### config.mk
export PLATFORM = sky130hd
export DESIGN_NAME = seg_scan
export DESIGN_NICKNAME = d
export VERILOG_FILES = /design/src/rtl/seg_scan.sv
export SDC_FILE = /design/constraint.sdc
export NUM_CORES = 1
export LEC_CHECK = 0
export CORE_UTILIZATION = 45
export DETAILED_ROUTE_END_ITERATION = 7
export PLACE_DENSITY = 0.79
export SYNTH_ARGS = -nofsm -noshare
export SYNTH_HDL_FRONTEND = slang
export SYNTH_SLANG_ARGS = --single-unit
### constraint.sdc
create_clock -name clk -period 2.6 [get_ports clk]
set_input_delay 0.52 -clock clk [delete_from_list [all_inputs] [get_ports clk]]
set_output_delay 0.52 -clock clk [all_outputs]
set_load 0.005 [all_outputs]
### src/rtl/seg_scan.sv
// seg_scan: time-multiplexed seven-segment scan driver. It double-buffers the
// segment patterns and swaps them only at frame boundaries, so a value is never
// shown torn.
module seg_scan #(
  parameter int         NUM_DIGITS    = 4,
  parameter int         REFRESH_DIV   = 50000,
  parameter int         BLANK_CYCLES  = 2,
  parameter int         AN_ACTIVE_LOW = 1,
  parameter logic [6:0] SEG_OFF       = 7'b1111111
) (
  input  logic                      clk,
  input  logic                      rst,
  input  logic [7*NUM_DIGITS-1:0]   digits_in,
  input  logic [NUM_DIGITS-1:0]     dp_in,
  input  logic [NUM_DIGITS-1:0]     blank_in,
  input  logic                      upd_req,
  output logic                      upd_ack,
  output logic [NUM_DIGITS-1:0]     an,
  output logic [6:0]                seg,
  output logic                      dp,
  output logic                      frame_start
);

  localparam int CNT_W = (REFRESH_DIV > 1) ? $clog2(REFRESH_DIV) : 1;
  localparam int IDX_W = (NUM_DIGITS > 1) ? $clog2(NUM_DIGITS) : 1;
  localparam logic [CNT_W-1:0]      CNT_LAST  = CNT_W'(REFRESH_DIV - 1);
  localparam logic [IDX_W-1:0]      IDX_LAST  = IDX_W'(NUM_DIGITS - 1);
  localparam logic [CNT_W-1:0]      BLANK_END = CNT_W'(BLANK_CYCLES);
  localparam logic [NUM_DIGITS-1:0] AN_OFF    = {NUM_DIGITS{AN_ACTIVE_LOW != 0}};

  logic [CNT_W-1:0] cnt_q, cnt_d;
  logic [IDX_W-1:0] idx_q, idx_d;
  logic             tc, fb;

  // Shadow buffer; digit k lives in pat_q[k], same layout as digits_in.
  logic [NUM_DIGITS-1:0][6:0] pat_q, pat_d;
  logic [NUM_DIGITS-1:0]      sdp_q, sdp_d;
  logic [NUM_DIGITS-1:0]      sblank_q, sblank_d;

  logic [NUM_DIGITS-1:0] an_q, an_d, onehot;
  logic [6:0]            seg_q, seg_d;
  logic                  dp_q, dp_d;
  logic                  fs_q, fs_d;

  // Prescaler and digit index; the frame boundary is the last cycle of the last digit.
  always_comb begin
    tc    = (cnt_q == CNT_LAST);
    fb    = tc && (idx_q == IDX_LAST);
    cnt_d = tc ? '0 : cnt_q + CNT_W'(1);
    idx_d = idx_q;
    if (tc) idx_d = (idx_q == IDX_LAST) ? '0 : idx_q + IDX_W'(1);
  end

  // Shadow capture at the frame boundary only; ack is combinational and masked by reset.
  always_comb begin
    pat_d    = pat_q;
    sdp_d    = sdp_q;
    sblank_d = sblank_q;
    upd_ack  = fb && upd_req && !rst;
    if (fb && upd_req) begin
      pat_d    = digits_in;
      sdp_d    = dp_in;
      sblank_d = blank_in;
    end
  end

  // Next output values: dark during the anti-ghosting window, then the current digit.
  always_comb begin
    an_d   = AN_OFF;
    seg_d  = SEG_OFF;
    dp_d   = 1'b0;
    onehot = NUM_DIGITS'(1) << idx_q;
    fs_d   = (cnt_q == '0) && (idx_q == '0);
    if (cnt_q >= BLANK_END) begin
      an_d = (AN_ACTIVE_LOW != 0) ? ~onehot : onehot;
      if (!sblank_q[idx_q]) begin
        seg_d = pat_q[idx_q];
        dp_d  = sdp_q[idx_q];
      end
    end
  end

  // State and output registers with synchronous reset.
  always_ff @(posedge clk) begin
    if (rst) begin
      cnt_q    <= '0;
      idx_q    <= '0;
      pat_q    <= {NUM_DIGITS{SEG_OFF}};
      sdp_q    <= '0;
      sblank_q <= '1;
      an_q     <= AN_OFF;
      seg_q    <= SEG_OFF;
      dp_q     <= 1'b0;
      fs_q     <= 1'b0;
    end else begin
      cnt_q    <= cnt_d;
      idx_q    <= idx_d;
      pat_q    <= pat_d;
      sdp_q    <= sdp_d;
      sblank_q <= sblank_d;
      an_q     <= an_d;
      seg_q    <= seg_d;
      dp_q     <= dp_d;
      fs_q     <= fs_d;
    end
  end

  assign an          = an_q;
  assign seg         = seg_q;
  assign dp          = dp_q;
  assign frame_start = fs_q;

endmodule
==> flow_metrics.tcl <==
# yosys + openroad results
set metrics [dict create \
    cp.required_ns 2.08 \
    grt_pass1_vias 2313 \
    min_path_type "reg -> reg" \
    wl_met1_mm 3.05 \
    hp-start "sdp_q[0]" \
    root_buffer "clkbuf_8" \
    cts.htree.levels 3 \
    worstPathArrival_ns 1.98 \
    ant_nets 0 \
    whs_path_depth 2 \
    tns_ns 0 \
    dpl.cell_count 436 \
    clockBufferCount 13 \
    n_all_buffers 74 \
    ys_warn_count 0 \
    fin_cells 451 \
    gp_congestion 0.822 \
    nFillCells 499 \
    outcome "finished clean" \
    critPathKind "reg -> out" \
    cpPeakStageDelay_ns 0.56 \
    lay_top_cells "dfxtp_1 (67), clkdlybuf4s50_1 (51), a21oi_1 (38)" \
    crit_cells 4 \
    ys_sh_aoi 0.141 \
    drc_errors 0 \
    hold_path_end "sdp_q[0]" \
    path_cells "or4_4, or4_4, nor3_2, buf_2" \
    comb_share 0.369 \
    crit_slowest_cell "or4_4" \
    diodes 0 \
    met3_usage 0.0618 \
    layout_setup_ws_ns 0.0971 \
    post_cts_buffers 0 \
    p_leak_nw 1.29 \
    path_common_cell "or4_4" \
    syn-num-nets 357 \
    clkTransAtPathRegs_ns 0.07 \
    grt_overflow 0 \
    grt_pass1_wl_mm 10.8 \
    finalInstanceArea_um2 3710 \
    die_w_um 81.3 \
    wl_met3_um 342 \
    fp_util 0.473 \
]
-- power by group --
group / internal (mW) / leakage, nW / switching (mW)
clock network: 0.490 / 0.0995 / 0.370
logic: 0.0709 / 0.653 / 0.0412
registers: 1.03 / 0.542 / 0.00433
-- sequential cells by signal, summed over array words and instances (netlist names) --
signal / count
seg: 7
dp: 1
sblank_q: 4
frame_start: 1
pat_q: 28
sdp_q: 4
idx_q: 2
an: 4
cnt_q: 16
-- Yosys cell counts (all sizes together) --
library cell,number
xnor2,13
a21oi,38
and2,1
nand4,6
and3,1
ha,7
o31a,1
nand3,9
nor2b,1
or4,4
clkbuf,16
or3,3
xor2,1
o21ai,36
or2,7
inv,8
dfxtp,67
nand2,12
o31ai,1
mux4,9
nor4,4
buf,8
nor3,38
nor2,20
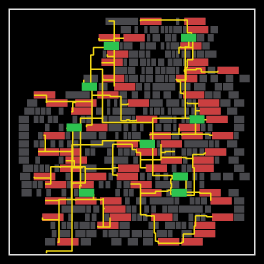
Figure 1: routed clock nets over the placement.
(3 px per um)
[clock wires] yellow | length: 805 um
[cells driving clock nets] green | count: 9
[flip-flops] red | count: 67
flops lie	all over the die
routed clock nets	10
worst skew pair latency: 0.34 ns
Worst Clk Skew: 0.0113 ns
Clk power: 859 uW
Clock power frac: 0.428

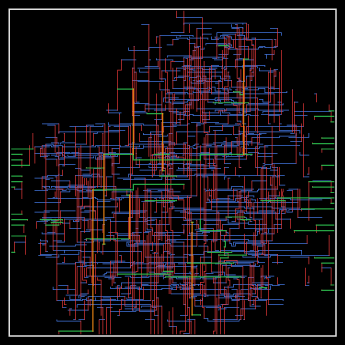
Figure 2: metal layers overlaid.
(4 px per um)
layer	colour	wire length
met2	red	3020 um
met4	orange	146 um
met1	blue	3050 um
met3	green	343 um
total track usage: 0.218
vias: 2483
wire length per cell: 14.5 um
final WL: 6.56 mm

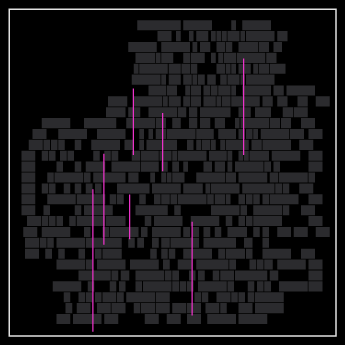
Figure 3: signal wires on met4.
(4 px per um) Cells faint in the background.
main direction	vertical
share of all routed wire	2.2%

Power and IR drop assume default switching activity.
